===== src/rtl/sdram_burst_writer.sv =====
// Packs a word stream into BURST_LEN-word bursts, drains them into the SDRAM wdata FIFO, then requests the write.
// Optional SDRAM_WR_FLUSH_EN: in_last zero-pads and ships an incomplete burst.
module sdram_burst_writer #(
    parameter int ADDR_WIDTH  = 24,
    parameter int DATA_WIDTH  = 16,
    parameter int BURST_LEN   = 8,
    parameter int BASE_ADDR   = 0,
    parameter int FRAME_WORDS = 307200
) (
    input  logic                  clk,
    input  logic                  rstn,
    input  logic                  in_valid,
    output logic                  in_ready,
    input  logic [DATA_WIDTH-1:0] in_data,
    input  logic                  in_sof,
    input  logic                  in_last,
    output logic                  wdata_valid,
    input  logic                  wdata_ready,
    output logic [DATA_WIDTH-1:0] wdata,
    output logic                  req_valid,
    input  logic                  req_ready,
    output logic [ADDR_WIDTH-1:0] req_addr,
    output logic                  frame_done,
    output logic                  err_partial
);

    localparam int                  CW      = $clog2(BURST_LEN);
    localparam logic [CW-1:0]       LP_LAST = CW'(BURST_LEN - 1);
    localparam logic [ADDR_WIDTH-1:0] LP_BASE = ADDR_WIDTH'(BASE_ADDR);
    localparam logic [ADDR_WIDTH:0] LP_END  = (ADDR_WIDTH + 1)'(BASE_ADDR + FRAME_WORDS);
    localparam logic [ADDR_WIDTH:0] LP_STEP = (ADDR_WIDTH + 1)'(BURST_LEN);

    typedef enum logic [1:0] {S_FILL, S_DRAIN, S_REQ} state_t;

    state_t                r_state, w_state_nxt;
    logic [DATA_WIDTH-1:0] r_buf [BURST_LEN];
    logic [CW-1:0]         r_fill_cnt;
    logic [CW-1:0]         r_drain_cnt;
    logic [ADDR_WIDTH-1:0] r_burst_addr;
    logic                  r_err_partial;

    logic [CW-1:0]         w_pos;
    logic                  w_pad;
    logic                  w_burst_end;
    logic                  w_accept;
    logic                  w_beat;
    logic                  w_req_hs;
    logic [ADDR_WIDTH:0]   w_nxt_addr;
    logic                  w_wrap;

    // A start-of-frame word always lands in slot 0, discarding any partial burst.
    assign w_pos = in_sof ? '0 : r_fill_cnt;

`ifdef SDRAM_WR_FLUSH_EN
    assign w_pad = in_last && (w_pos != LP_LAST);
`else
    assign w_pad = 1'b0;
`endif

    assign w_burst_end = (w_pos == LP_LAST) || w_pad;
    assign w_accept    = in_valid && in_ready;
    assign w_beat      = wdata_valid && wdata_ready;
    assign w_req_hs    = req_valid && req_ready;
    assign w_nxt_addr  = {1'b0, r_burst_addr} + LP_STEP;
    assign w_wrap      = (w_nxt_addr >= LP_END);
    assign err_partial = r_err_partial;

    always_ff @(posedge clk) begin
        if (!rstn) r_state <= S_FILL;
        else       r_state <= w_state_nxt;
    end

    // Handshake outputs decode from r_state only; the far side's ready never feeds back.
    always_comb begin
        w_state_nxt = r_state;
        in_ready    = 1'b0;
        wdata_valid = 1'b0;
        wdata       = '0;
        req_valid   = 1'b0;
        req_addr    = '0;
        frame_done  = 1'b0;
        case (r_state)
            S_FILL: begin
                in_ready = rstn;
                if (in_valid && w_burst_end) w_state_nxt = S_DRAIN;
            end
            S_DRAIN: begin
                wdata_valid = 1'b1;
                wdata       = r_buf[r_drain_cnt];
                if (wdata_ready && (r_drain_cnt == LP_LAST)) w_state_nxt = S_REQ;
            end
            S_REQ: begin
                req_valid = 1'b1;
                req_addr  = r_burst_addr;
                if (req_ready) begin
                    w_state_nxt = S_FILL;
                    frame_done  = w_wrap;
                end
            end
            default: w_state_nxt = S_FILL;
        endcase
    end

    always_ff @(posedge clk) begin
        if (!rstn) begin
            r_fill_cnt    <= '0;
            r_drain_cnt   <= '0;
            r_burst_addr  <= LP_BASE;
            r_err_partial <= 1'b0;
        end else begin
            if (w_accept) begin
                r_fill_cnt <= w_burst_end ? '0 : w_pos + 1'b1;
                if (in_sof) begin
                    r_burst_addr <= LP_BASE;
                    if (r_fill_cnt != '0) r_err_partial <= 1'b1;
                end
            end
            if (w_beat)
                r_drain_cnt <= (r_drain_cnt == LP_LAST) ? '0 : r_drain_cnt + 1'b1;
            if (w_req_hs)
                r_burst_addr <= w_wrap ? LP_BASE : w_nxt_addr[ADDR_WIDTH-1:0];
        end
    end

    // Buffer needs no reset: only fully written (or padded) bursts are ever drained.
    always_ff @(posedge clk) begin
        if (w_accept) begin
            r_buf[w_pos] <= in_data;
`ifdef SDRAM_WR_FLUSH_EN
            if (w_pad) begin
                for (int i = 0; i < BURST_LEN; i++)
                    if (CW'(i) > w_pos) r_buf[i] <= '0;
            end
`endif
        end
    end

endmodule


===== config.mk =====
export PLATFORM = sky130hd
export DESIGN_NAME = sdram_burst_writer
export DESIGN_NICKNAME = d
export VERILOG_FILES = /design/src/rtl/sdram_burst_writer.sv
export SDC_FILE = /design/constraint.sdc
export NUM_CORES = 1
export LEC_CHECK = 0
export ABC_AREA = 1
export CORE_MARGIN = 3
export CORE_UTILIZATION = 50
export CTS_CLUSTER_SIZE = 25
export DETAILED_ROUTE_END_ITERATION = 7
export DONT_BUFFER_PORTS = 1
export PLACE_DENSITY = 0.65
export SKIP_LAST_GASP = 1
export SYNTH_ARGS = -nofsm -noshare
export SYNTH_HDL_FRONTEND = slang
export SYNTH_SLANG_ARGS = --single-unit

===== constraint.sdc =====
create_clock -name clk -period 2.38 [get_ports clk]
set_clock_uncertainty 0.05 [all_clocks]
set_input_delay 0.238 -clock clk [delete_from_list [all_inputs] [get_ports clk]]
set_output_delay 0.238 -clock clk [all_outputs]
set_load 0.005 [all_outputs]

==> reports/qor.yml <==
outcome:
  outcome: "finished, final reports clean"
synth:
  common_cells: "150 x nor2_1, 128 x edfxtp_1, 87 x o21ai_0"
  yosys.cell_types.count: 35
  ys_cells: 702
  synth-edff-count: 128
  syn_area_um2: 7190
  synthArstFlopShare: 0
  flop_cell: "edfxtp_1"
  synth_top_cell_by_area: "edfxtp_1"
cts:
  cts-buffers-inserted: 17
  clock-root-buffer: "clkbuf_16"
  htreeDepth: 4
place:
  hpwl_um: 9470
  detailedPlace.worstSlack_ns: 0.165
  gp_routability_congestion: 0.850
final_timing:
  setup_tns_ns: 0
  fmax_mhz: 440
  worst_pin_slew_ns: 0.508
  setup_slack_ns: 0.107
  finalCritPeriodShare: 0.955
  grt_setup_unrepaired: "no"
  finalSetupViolations: 0
  finalHoldViolations: 0
power:
  comb-power_uw: 126
  vdd_drop_max_v: 0.000562
  top_power_group: "sequential cells"
  p_seq_frac: 0.516
  p_int_uw: 4750
  power.density_nw_per_um2: 711
global_routing:
  grt_usage: 0.206
  first_global_vias: 4943
  grtUsageMet2: 0.324
die:
  rows: 43
run:
  warnings: 28
  drv_cap: 0
route:
  wl_met2_um: 7590
  via_per_inst: 5.52
  drt_iter0_drc: 397
  dr_wl_met3_um: 819
  dr.pass1.iters: 4
  post-route-drc-count: 0
finish:
  drive_gt1_frac: 0.161
  utilization: 0.597
  fill_cells: 1145
  area_growth_syn_to_layout_pct: 16.1
hold_path:
  min-delay-start: "wdata_ready"
  whs_path_depth: 3
worst_setup_path:
  r2r-end: "r_burst_addr[5]"
  r2r-start: "r_burst_addr[3]"
  critPathArrivalTime_ns: 1.98
-- state kept, by name, indices dropped and copies added, names as in the netlist, named ones only --
register      flops
err_partial       1
r_buf           128
r_burst_addr     21
r_drain_cnt       3
r_fill_cnt        3
r_state           2
-- timing repair --
action / CTS / global route
pin swaps: 2 / 6
cloned: 0 / 0
setup endpoints to repair: 1 / 9
endpoints found under the hold margin: 137 / 0
buffers inserted: 2 / 4
gates resized: 5 / 15
hold buffers: 21 / 0
-- how the worst max path moves through the flow --
stage | slack [ns] | to | startpoint | cells after the start
2_1_floorplan | -0.03 | r_buf[5][0] | r_state[1] | 5
3_3_place_gp | 0.22 | frame_done | r_burst_addr[4] | 10
3_5_place_dp | 0.16 | frame_done | r_burst_addr[4] | 10
4_1_cts | 0.007 | frame_done | r_burst_addr[4] | 10
5_1_grt | 0.003 | frame_done | r_burst_addr[3] | 12
6_report | 0.11 | frame_done | r_burst_addr[9] | 8
-- cell families after synthesis --
group / count (synthesis) / share of synthesized area
and+or+nand+nor: 285 / 0.184
DFF: 161 / 0.627
AOI/OAI and AO/OA: 158 / 0.121
buffers and inverters: 87 / 0.0515
xor gates and xnor gates: 5 / 0.00714
adders and majority gates: 5 / 0.00870
other: 1 / 0.000522
-- cell type report --
type / instances / area (um^2) / area share
flip-flops and latches: 161 / 4520 / 0.542
multi-input cells: 456 / 2380 / 0.286
clock buffers: 20 / 437 / 0.0523
repair buffers: 50 / 428 / 0.0513
well taps: 180 / 225 / 0.0270
inverters: 51 / 191 / 0.0229
clock inverters: 12 / 158 / 0.0189
-- critical path: stages (launching register included) --
cell and delay (ns):
dfxtp_1 0.40, nand2_2 0.09, nor2_4 0.18, nand2_4 0.08, nor2_4 0.15, nand2_1 0.12
xor2_2 0.31, nand2_8 0.08, a21oi_2 0.16
Fig. 1: the metal 2 layer
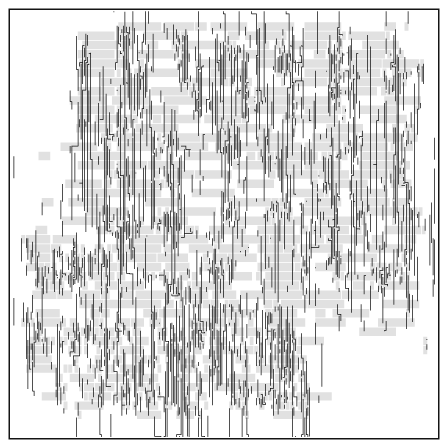
main direction = vertical
wire length on this layer = 7590 um
longest straight run = 56.4 um

Fig. 2: signal wires on met4
Bar = 50 um.
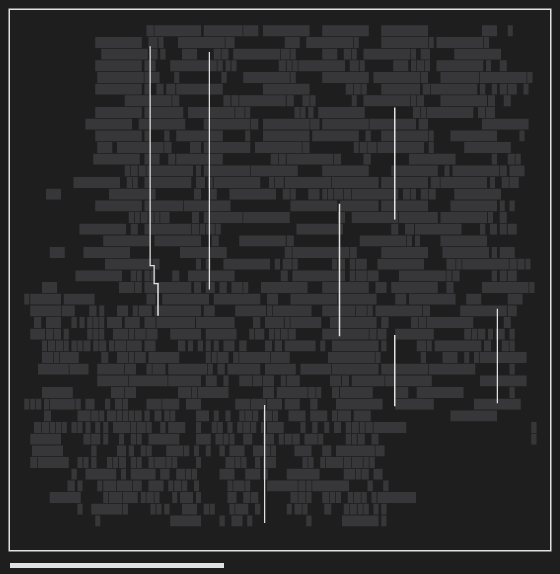
main direction = vertical
wire length on this layer = 241 um
share of all routed wire = 1.5%
longest straight run = 55.1 um
nets with wire on the layer = 4

No activity file was given, so power comes from the tool's default toggle rates.
